==> src/rtl/clk_div_sequencer_if.sv <==
// Command port of clk_div_sequencer: valid/ready command with opcode/argument,
// abort request and done/error completion status.
interface clk_div_sequencer_if;
   logic        cmd_valid;
   logic        cmd_ready;
   logic [2:0]  cmd_op;
   logic [31:0] cmd_arg;
   logic        abort;
   logic        done;
   logic        cmd_err;

   modport master (
      output cmd_valid, cmd_op, cmd_arg, abort,
      input  cmd_ready, done, cmd_err
   );

   modport slave (
      input  cmd_valid, cmd_op, cmd_arg, abort,
      output cmd_ready, done, cmd_err
   );
endinterface

==> src/rtl/clk_div_sequencer.sv <==
// Command-driven controller owning every ClkDivider control input: free-run, stop
// and exact N-edge stepping of clk_o. Optional WAIT watchdog via CLK_SEQ_TIMEOUT_EN.
module clk_div_sequencer #(
   parameter int unsigned COUNTER_BITS       = 32,
   parameter int unsigned PULSE_CONTROL_BITS = 32,
   parameter int unsigned DEFAULT_DIV        = 2,
   parameter int unsigned TIMEOUT_CYCLES     = 1024
) (
   input  logic                          clk,
   input  logic                          reset,
   clk_div_sequencer_if.slave            cmd,
   output logic                          busy,
   output logic [31:0]                   edge_count,
   input  logic                          clk_o,
   output logic                          option,
   output logic                          out_enable,
   output logic [COUNTER_BITS-1:0]       divider,
   output logic [PULSE_CONTROL_BITS-1:0] pulse,
   output logic                          write_pulse
);

   typedef enum logic [1:0] {IDLE, LOAD, WAIT} state_e;
   typedef enum logic [2:0] {
      OP_NOP = 3'd0, OP_SET_DIV = 3'd1, OP_RUN = 3'd2,
      OP_STOP = 3'd3, OP_STEP = 3'd4, OP_CLR_CNT = 3'd5
   } op_e;

   state_e                        state_q, state_d;
   logic                          clk_o_q;
   logic                          rise, accept;
   logic                          done_q, done_d, err_q, err_d;
   logic                          abort_pend, abort_pend_d;
   logic                          option_d, out_enable_d, write_pulse_d;
   logic [COUNTER_BITS-1:0]       divider_d, arg_div;
   logic [PULSE_CONTROL_BITS-1:0] pulse_d, arg_pulse, step_cnt, step_cnt_d;
   logic [31:0]                   edge_count_d;
`ifdef CLK_SEQ_TIMEOUT_EN
   logic [31:0]                   wd_q, wd_d;
`endif

   assign rise          = clk_o & ~clk_o_q;
   assign cmd.cmd_ready = (state_q == IDLE) & ~cmd.abort & reset;
   assign accept        = cmd.cmd_valid & cmd.cmd_ready;
   assign cmd.done      = done_q;
   assign cmd.cmd_err   = err_q;
   assign busy          = (state_q != IDLE);
   assign arg_div       = COUNTER_BITS'(cmd.cmd_arg);
   assign arg_pulse     = PULSE_CONTROL_BITS'(cmd.cmd_arg);

   always_comb begin
      state_d       = state_q;
      option_d      = option;
      out_enable_d  = out_enable;
      divider_d     = divider;
      pulse_d       = pulse;
      write_pulse_d = 1'b0;
      done_d        = 1'b0;
      err_d         = 1'b0;
      step_cnt_d    = step_cnt;
      abort_pend_d  = abort_pend;
      edge_count_d  = rise ? edge_count + 32'd1 : edge_count;
`ifdef CLK_SEQ_TIMEOUT_EN
      wd_d          = wd_q;
`endif
      unique case (state_q)
         IDLE: begin
            if (accept) begin
               done_d = 1'b1;
               case (cmd.cmd_op)
                  OP_NOP: ;
                  OP_SET_DIV: begin
                     if (arg_div == '0) err_d = 1'b1;
                     else               divider_d = arg_div;
                  end
                  OP_RUN: begin
                     option_d     = 1'b1;
                     out_enable_d = 1'b1;
                  end
                  OP_STOP:    out_enable_d = 1'b0;
                  OP_CLR_CNT: edge_count_d = '0;
                  OP_STEP: begin
                     if (arg_pulse != '0) begin
                        done_d        = 1'b0;
                        option_d      = 1'b0;
                        out_enable_d  = 1'b1;
                        pulse_d       = arg_pulse;
                        write_pulse_d = 1'b1;
                        step_cnt_d    = '0;
                        abort_pend_d  = 1'b0;
                        state_d       = LOAD;
                     end
                  end
                  default: err_d = 1'b1;
               endcase
            end
         end
         LOAD: begin
            // An abort seen here is held so it still fires in the first WAIT cycle.
            abort_pend_d = cmd.abort;
            state_d      = WAIT;
`ifdef CLK_SEQ_TIMEOUT_EN
            wd_d         = '0;
`endif
         end
         WAIT: begin
            if (cmd.abort | abort_pend) begin
               out_enable_d = 1'b0;
               abort_pend_d = 1'b0;
               done_d       = 1'b1;
               err_d        = 1'b1;
               state_d      = IDLE;
            end else if (rise && (step_cnt + 1'b1 == pulse)) begin
               done_d  = 1'b1;
               state_d = IDLE;
            end else if (rise) begin
               step_cnt_d = step_cnt + 1'b1;
`ifdef CLK_SEQ_TIMEOUT_EN
               wd_d       = '0;
            end else if (wd_q == 32'(TIMEOUT_CYCLES - 1)) begin
               out_enable_d = 1'b0;
               done_d       = 1'b1;
               err_d        = 1'b1;
               state_d      = IDLE;
            end else begin
               wd_d = wd_q + 32'd1;
`endif
            end
         end
         default: state_d = IDLE;
      endcase
   end

   always_ff @(posedge clk) begin
      if (!reset) begin
         state_q     <= IDLE;
         clk_o_q     <= 1'b0;
         option      <= 1'b1;
         out_enable  <= 1'b0;
         divider     <= COUNTER_BITS'(DEFAULT_DIV);
         pulse       <= '0;
         write_pulse <= 1'b0;
         done_q      <= 1'b0;
         err_q       <= 1'b0;
         edge_count  <= '0;
         step_cnt    <= '0;
         abort_pend  <= 1'b0;
`ifdef CLK_SEQ_TIMEOUT_EN
         wd_q        <= '0;
`endif
      end else begin
         state_q     <= state_d;
         clk_o_q     <= clk_o;
         option      <= option_d;
         out_enable  <= out_enable_d;
         divider     <= divider_d;
         pulse       <= pulse_d;
         write_pulse <= write_pulse_d;
         done_q      <= done_d;
         err_q       <= err_d;
         edge_count  <= edge_count_d;
         step_cnt    <= step_cnt_d;
         abort_pend  <= abort_pend_d;
`ifdef CLK_SEQ_TIMEOUT_EN
         wd_q        <= wd_d;
`endif
      end
   end

endmodule

==> src/flat_wrapper.sv <==
// flat-port wrapper written by rule: the top's interface ports become plain ports
module clk_div_sequencer_flat 
#(
   parameter int unsigned COUNTER_BITS       = 32,
   parameter int unsigned PULSE_CONTROL_BITS = 32,
   parameter int unsigned DEFAULT_DIV        = 2,
   parameter int unsigned TIMEOUT_CYCLES     = 1024
)
  (clk, reset, busy, edge_count, clk_o, option, out_enable, divider, pulse, write_pulse, cmd_cmd_valid, cmd_cmd_op, cmd_cmd_arg, cmd_abort, cmd_cmd_ready, cmd_done, cmd_cmd_err);
  clk_div_sequencer_if cmd_i ();
  input  logic clk;
  input  logic reset;
  output logic busy;
  output logic [31:0] edge_count;
  input  logic clk_o;
  output logic option;
  output logic out_enable;
  output logic [COUNTER_BITS-1:0] divider;
  output logic [PULSE_CONTROL_BITS-1:0] pulse;
  output logic write_pulse;
  input wire logic [$bits(cmd_i.cmd_valid)-1:0] cmd_cmd_valid;
  input wire logic [$bits(cmd_i.cmd_op)-1:0] cmd_cmd_op;
  input wire logic [$bits(cmd_i.cmd_arg)-1:0] cmd_cmd_arg;
  input wire logic [$bits(cmd_i.abort)-1:0] cmd_abort;
  output wire logic [$bits(cmd_i.cmd_ready)-1:0] cmd_cmd_ready;
  output wire logic [$bits(cmd_i.done)-1:0] cmd_done;
  output wire logic [$bits(cmd_i.cmd_err)-1:0] cmd_cmd_err;
  assign cmd_i.cmd_valid = cmd_cmd_valid;
  assign cmd_i.cmd_op = cmd_cmd_op;
  assign cmd_i.cmd_arg = cmd_cmd_arg;
  assign cmd_i.abort = cmd_abort;
  assign cmd_cmd_ready = cmd_i.cmd_ready;
  assign cmd_done = cmd_i.done;
  assign cmd_cmd_err = cmd_i.cmd_err;
  clk_div_sequencer #(.COUNTER_BITS(COUNTER_BITS), .PULSE_CONTROL_BITS(PULSE_CONTROL_BITS), .DEFAULT_DIV(DEFAULT_DIV), .TIMEOUT_CYCLES(TIMEOUT_CYCLES)) u_core (.clk(clk), .reset(reset), .cmd(cmd_i), .busy(busy), .edge_count(edge_count), .clk_o(clk_o), .option(option), .out_enable(out_enable), .divider(divider), .pulse(pulse), .write_pulse(write_pulse));
endmodule
==> config.mk <==
export PLATFORM = sky130hd
export DESIGN_NAME = clk_div_sequencer_flat
export DESIGN_NICKNAME = d
export VERILOG_FILES = /design/src/rtl/clk_div_sequencer_if.sv /design/src/rtl/clk_div_sequencer.sv /design/src/flat_wrapper.sv
export SDC_FILE = /design/constraint.sdc
export NUM_CORES = 1
export LEC_CHECK = 0
export CAP_MARGIN = 40
export CORE_UTILIZATION = 52
export CTS_BUF_LIST = sky130_fd_sc_hd__clkbuf_16
export DETAILED_ROUTE_END_ITERATION = 7
export PLACE_DENSITY = 0.81
export REMOVE_ABC_BUFFERS = 1
export SLEW_MARGIN = 20
export SYNTH_ARGS = -nofsm -noshare
export SYNTH_HDL_FRONTEND = slang
export SYNTH_SLANG_ARGS = --single-unit
==> constraint.sdc <==
create_clock -name clk -period 4.1 [get_ports clk]
set_clock_uncertainty 0.2 [all_clocks]
set_input_delay 0.82 -clock clk [delete_from_list [all_inputs] [get_ports clk]]
set_output_delay 0.82 -clock clk [all_outputs]
set_load 0.02 [all_outputs]
==> CHANGELOG.md, run 1 <==
### Implementation results

- Synth warnings: 0
- Final setup margin: 0.430 ns
- Post-CTS setup buffers: 0
- RSZ-0062 raised after global routing: false
- Status: finished, final reports clean
- Sequential power: 1350 uW
- Sequential cells: 137
- Async S/R FF share, synth: 0%
- DR vias/cell: 5.79
- Final ANT Viol Nets: 0
- Yosys cell types: 65
- Final setup fails: 0
- R2r startpoint: u_core.step_cnt[8]
- CTS clock-pin slew for the worst setup and hold paths: 0.06 ns
- Final wirelength: 20100 um
- Die height: 118 um
- Synth mux share: 4.84%
- Vias in the first global route: 6379
- Pwr per Cell Area: 321 nW/um^2
- Post-cts sizing count: 0
- Clock buffer cells: 17
- Net Sw Frac: 22.9%
- HPWL Detailed: 14600 um
- Slowest cell on the critical path: or4_4
- # H-tree levels: 4
- Cell Int Power: 2310 uW
- Mapped Area: 7030 sq um
- Hold_buf cts: 0
[run 1: sequential cells by signal (all words and copies together) (netlist names)]
name	cells
u_core.abort_pend	1
u_core.clk_o_q	1
u_core.cmd.cmd_err	1
u_core.cmd.done	1
u_core.divider	32
u_core.edge_count	32
u_core.option	1
u_core.out_enable	1
u_core.pulse	32
u_core.state_q	2
u_core.step_cnt	32
u_core.write_pulse	1
[run 1: how the worst max path moves through the flow]
stage / start / endpoint / slack (ns) / cells after the start
2_1_floorplan: reset / u_core.step_cnt[26] / 0.23 / 8
3_3_place_gp: clk_o / u_core.step_cnt[22] / 0.24 / 9
3_5_place_dp: clk_o / u_core.step_cnt[2] / 0.26 / 10
4_1_cts: u_core.step_cnt[8] / u_core.step_cnt[22] / 0.52 / 9
5_1_grt: u_core.step_cnt[8] / u_core.step_cnt[12] / 0.30 / 10
6_report: u_core.step_cnt[8] / u_core.step_cnt[2] / 0.43 / 10
[run 1: synth_stat cells (3+ instances only)]
library cell,number
a211oi_1,3
a21boi_0,32
a21o_1,3
a21oi_1,23
a31oi_1,5
a32oi_1,3
and2_1,9
and3_1,14
and4_1,5
buf_1,6
buf_2,11
clkbuf_1,35
dfxtp_1,137
inv_1,7
mux2i_1,34
nand2_1,119
nand2b_1,8
nand3_1,31
nand4_1,24
nor2_1,65
nor2b_1,38
nor3_1,13
nor3b_1,6
nor4_1,18
o2111ai_1,4
o211ai_1,18
o21a_1,3
o21ai_0,10
o21ai_1,14
o31ai_1,8
o41ai_1,3
or3_1,19
or4_1,7
xnor2_1,35
xor2_1,31
[run 1: through the flow]
stage               cell area, sq um  hold slack [ns]
floorplan                       6790            0.262
global placement                8760            0.261
detailed placement              8760            0.259
CTS                             9340            0.276
global route                    9340            0.324
finish                          9340            0.272
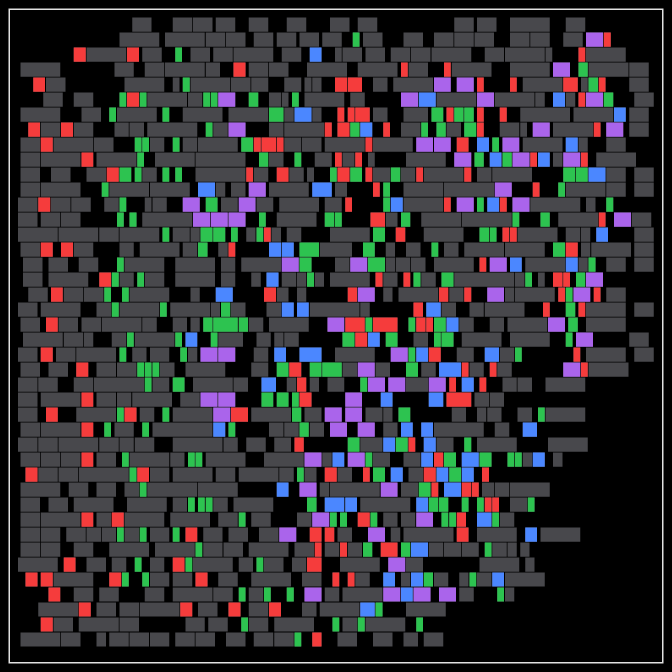
Fig. 1. Gate-type map (run 1).
family	colour	cells	most used
nand cells	green	187	nand2_1
xor and xnor cells	purple	66	xnor2_1
nor cells	red	145	nor2_1
and/or cells	blue	63	or3_1

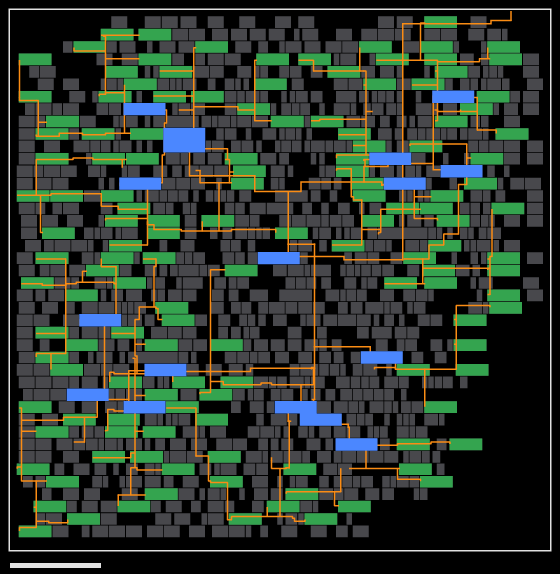
Fig. 2. Routed clock nets over the placement (run 1).
Scale bar: 20 um.
[clock wires] orange | length: 1700 um
[clock-net drivers] blue | count: 17
[flip-flops] green | count: 137
flops lie	all over the die
insertion delay to the later sink of the worst-skew pair: 0.42 ns
P_clk: 1500 uW
clock power share: 50.0%

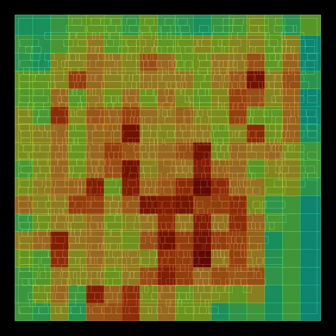
Fig. 3. Congestion heat map (run 1).
drt wl/cell: 17.0 um
met1 Use GR: 37.5%
met2 usage: 46.2%

## Run 2: what changed since run 1
--- a/config.mk
+++ b/config.mk
@@ -7,7 +7,6 @@
 export LEC_CHECK = 0
 export CAP_MARGIN = 40
 export CORE_UTILIZATION = 52
-export CTS_BUF_LIST = sky130_fd_sc_hd__clkbuf_16
 export DETAILED_ROUTE_END_ITERATION = 7
 export PLACE_DENSITY = 0.81
 export REMOVE_ABC_BUFFERS = 1
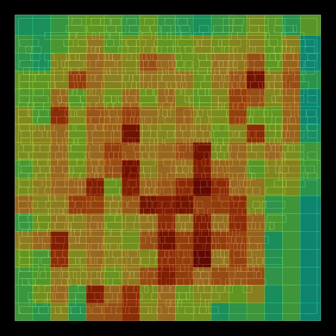
Fig. 4. Congestion heat map (run 2).
met1 Use GR: 37.5%
GRT busiest layer: met2
drt wl/cell: 17.0 um

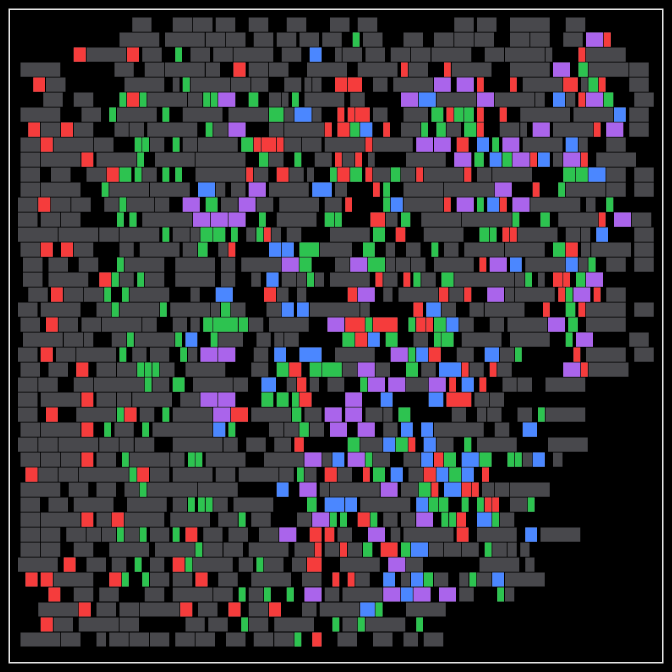
Fig. 5. Gate-type map (run 2).
family	colour	cells	most used
nor cells	red	145	nor2_1
xor and xnor cells	purple	66	xnor2_1
and/or cells	blue	63	or3_1
nand cells	green	187	nand2_1
final instance count without filler cells: 1179
Commonest Layout Cell: clkdlybuf4s50_1
fraction of area in multi-input gates: 43.0%

==> run 2 against run 1 <==
  * Worst hold slack stayed put
  * Sequential share of layout area hardly changed
  * Non-clock buffer count stayed put
  * Sequential power hardly changed
  * Critical path depth stayed put
  * Clock power hardly changed
  * Fmax is 0.17% higher
==> CHANGELOG.md, run 2 <==
### Implementation results

- Io pins: 143
- Min Clock Period, post-route: 3.66 ns
- Die height: 118 um
- Insertion delay to the later sink of the worst-skew pair: 0.42 ns
- DR vias/cell: 5.82
- Syn avg cell area: 8.32 sq um
- Yosys cell types: 65
- Hold_buf cts: 0
- Top-count cell post-synth: dfxtp_1
- Mapped Area: 7030 sq um
- CTS clock-pin slew for the worst setup and hold paths: 0.06 ns
- Worst hold margin: 0.272 ns
- Status: finished, final reports clean
- Net Sw Frac: 22.8%
- Top Consumer: clock
- Top cells excl fill/tap: clkdlybuf4s50_1, dfxtp_1, nand2_1
- R2r startpoint: u_core.step_cnt[8]
- Final setup margin: 0.437 ns
- TritonCTS clock tree: done
- Cell Int Power: 2340 uW
- HPWL Detailed: 14600 um
- # H-tree levels: 4
- DRC violations left: 0
- Synth mux share: 4.84%
- Vias in the first global route: 6381
- Post-CTS setup buffers: 0
- Area reported by Yosys stat: 7030 sq um
- Sequential power: 1350 uW
- Grt ovf: 0
- DIE WIDTH: 118 um
- Synth warnings: 0
- Final ANT Viol Nets: 0
- Async S/R FF share, synth: 0%
- Final setup fails: 0
- Crit path max-delay family: simple AND/OR/NAND/NOR gates
- Final wirelength: 20100 um
- Post-cts sizing count: 0
- Clock power share: 50.4%
- DP Area: 8760 sq um
- Slowest cell on the critical path: or4_4
- Share of layout cells above drive strength 1: 8.47%
- RSZ-0062 raised after global routing: false
- Commonest cells in the netlist: dfxtp_1, nand2_1, nor2_1, nor2b_1
- P_clk: 1530 uW
- Total number of vias: 6867
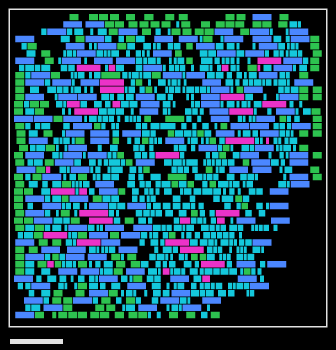
Fig. 6. Cells coloured by class (run 2).
Scale bar: 20 um.
class	colour	cells	share of their area
remaining logic cells	cyan	653	44%
remaining buffers and delay cells	green	181	19%
registers	blue	137	30%
clock drivers and dummy loads	magenta	32	6.4%
Final Core Density: 70.9%
Std-Cell Rows: 42
core area: 13200 sq um
Finished Cell Area: 9350 sq um
flop share of the area: 29.3%

[run 2: cell types whose count changed in the layout (fill, tap and decap cells not counted)]
cell | before | now
clkbuf_1 | 0 | 2
inv_1 | 9 | 7
clkbuf_8 | 0 | 1
clkinv_1 | 2 | 1
[run 2: logic make-up after synthesis]
kind of cell	Yosys count
AND-OR/OR-AND	148
AND/OR/NAND/NOR	395
buffers and inverters	63
multiplexers	34
XOR/XNOR	66
adder cells (fa/ha/maj)	2
flip-flops	137
[run 2: routing by layer]
metal  GRT usage [%]  wire length (um)
met1            37.5              8600
met3            7.77              1690
met4            11.5               583
met5               0                 0
met2            46.1              9230
[run 2: worst max-delay path by stage]
stage                          endpoint  cells after the start               start
floorplan           u_core.step_cnt[26]                      8               reset
global placement    u_core.step_cnt[22]                      9               clk_o
detailed placement   u_core.step_cnt[2]                     10               clk_o
CTS                 u_core.step_cnt[22]                      9  u_core.step_cnt[8]
global route        u_core.step_cnt[12]                     10  u_core.step_cnt[8]
finish              u_core.step_cnt[12]                     10  u_core.step_cnt[8]
[run 2: worst reg2reg max path, delay by kind of cell, from the launching register on]
kind | cells | cell delay, ns
flip-flops | 1 | 0.50
buffers and inverters | 1 | 0.21
AND-OR/OR-AND | 4 | 0.55
AND/OR/NAND/NOR | 5 | 2.14
[run 2: cell type report]
cell class	instances	area, sq um	share of cell area, %
Tap cell	176	220	2.35
Clock inverter	12	141	1.51
Multi-Input combinational cell	645	4020	43.0
Timing Repair Buffer	181	1750	18.7
Clock buffer	20	447	4.78
Inverter	8	30.0	0.321
Sequential cell	137	2740	29.3
## Run 3: what changed since run 2
--- a/config.mk
+++ b/config.mk
@@ -6,11 +6,13 @@
 export NUM_CORES = 1
 export LEC_CHECK = 0
 export CAP_MARGIN = 40
+export CORE_MARGIN = 8
 export CORE_UTILIZATION = 52
 export DETAILED_ROUTE_END_ITERATION = 7
+export GPL_TIMING_DRIVEN = 0
 export PLACE_DENSITY = 0.81
 export REMOVE_ABC_BUFFERS = 1
-export SLEW_MARGIN = 20
+export SLEW_MARGIN = 25
 export SYNTH_ARGS = -nofsm -noshare
 export SYNTH_HDL_FRONTEND = slang
 export SYNTH_SLANG_ARGS = --single-unit
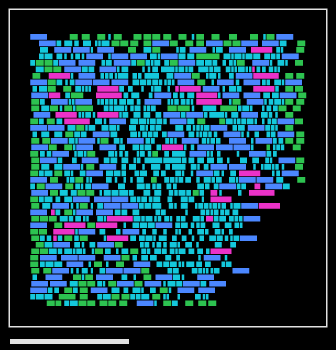
Fig. 7. Cells coloured by class (run 3).
Scale bar: 50 um.
class	colour	cells	share of their area
remaining buffers and delay cells	green	154	17%
registers	blue	137	30%
clock drivers and dummy loads	magenta	31	7.3%
remaining logic cells	cyan	654	45%

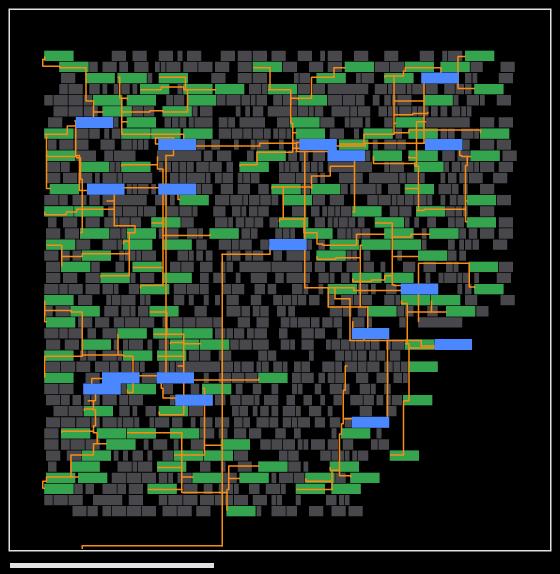
Fig. 8. Routed clock nets over the placement (run 3).
Scale bar: 50 um.
[clock wires] orange | length: 1750 um
[flip-flops] green | count: 137
[clock-net drivers] blue | count: 17
routed clock nets	18
flops lie	all over the die
insertion delay to the later sink of the worst-skew pair: 0.43 ns
clock power share: 53.6%
P_clk: 1740 uW

==> run 3 against run 2 <==
  * Cell count decreased by 2.3%
  * Combinational power rose by 3%
  * Worst setup slack worse by 0.24 ns
  * Via count decreased by 2.5%
  * Sequential power about the same
  * Sequential share of layout area is essentially flat
  * Critical path type unchanged
==> CHANGELOG.md, run 3 <==
### Implementation results

- Final Core Density: 70.5%
- Origin of the worst setup path: u_core.step_cnt[0]
- Area reported by Yosys stat: 7030 sq um
- Vias in the first global route: 6395
- RSZ-0062 raised after global routing: false
- Pwr per Cell Area: 347 nW/um^2
- Async S/R FF share, synth: 0%
- Final instance count without filler cells: 1152
- TritonCTS clock tree: done
- Mapped Area: 7030 sq um
- Die height: 132 um
- DIE WIDTH: 132 um
- Cell Int Power: 2570 uW
- # H-tree levels: 4
- Final setup fails: 0
- Status: finished, final reports clean
- Slowest cell on the critical path: or4_4
- DP Area: 8560 sq um
- Final ANT Viol Nets: 0
- Met2 usage: 36.9%
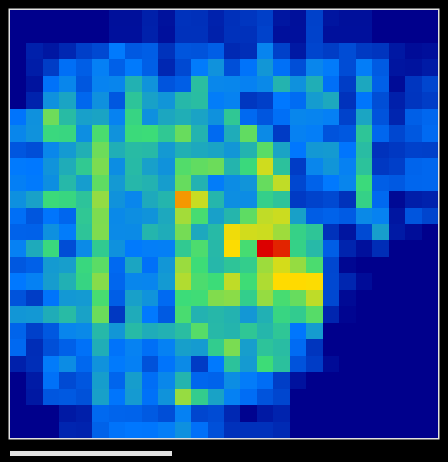
Fig. 9. Wiring heat map (run 3).
Scale bar: 50 um. The die is cut into 26 by 26 equal tiles; dark blue is low, red is high, scaled to the fullest tile. Values are wire area over tile area, all layers added.
nearly empty tiles	17%
tiles over half the peak	9.9%
fullest tile	0.81
mean over tiles	0.20
densest ninth of the die	centre
emptiest ninth of the die	south-east
final wirelength: 20800 um
total number of vias: 6697

run 3: cell families (layout without fill, tap and decap cells):
group / Yosys count / in the layout / share of synthesized area (%)
xor+xnor: 66 / 66 / 8.22
simple gates: 395 / 395 / 29.1
fa+ha+maj: 2 / 2 / 0.356
mux: 34 / 34 / 4.84
buf+inv: 63 / 193 / 3.83
compound gates: 148 / 149 / 14.6
flops: 137 / 137 / 39.0
run 3: path summary, 6_finish.rpt:
check | endpoint | slack (ns) | cells after the start
max reg2reg | u_core.step_cnt[3] | 0.20 | 10
min reg2reg | u_core.divider[1] | 0.27 | 2
max | u_core.step_cnt[3] | 0.20 | 10
min | u_core.divider[1] | 0.27 | 2
run 3: worst register-to-register path, delay by kind of cell (launching register included):
kind	cells	cell delay [ns]
fa+ha+maj	1	0.30
xor+xnor	1	0.18
compound gates	4	0.85
flops	1	0.46
simple gates	4	1.84
run 3: layout make-up:
class	count	area (sq um)
clock inverters	12	220
fillers	1021	3900
flip-flops and latches	137	2740
repair buffers	154	1580
inverters	8	30.0
multi-input cells	646	4100
clock buffers	19	443
well taps	176	220
run 3: per-layer routing:
layer | part of all wire [%] | vias to the layer above
met3 | 7.9 | 37
met1 | 43 | 3178
met2 | 47 | 245
met4 | 2.6 | 0
met5 | 0 | -
li1 | - | 3237
run 3: timing repair:
action / CTS / global route
hold endpoints to repair: 0 / 0
setup endpoints to repair: 35 / 28
cloned: 1 / 0
pin swaps: 1 / 3
resized: 6 / 2
hold buffers: 0 / 0
buffers inserted: 2 / 3
run 3: power groups by stage:
stage,combinational [uW],clock (uW),sequential (uW)
after global routing,169,1810,1350
after global placement,151,0,1380
final,159,1740,1350
after floorplan,46.3,0,1380
after CTS,158,1740,1350
after detailed placement,155,0,1380
Power is estimated from default activity; no workload was simulated.
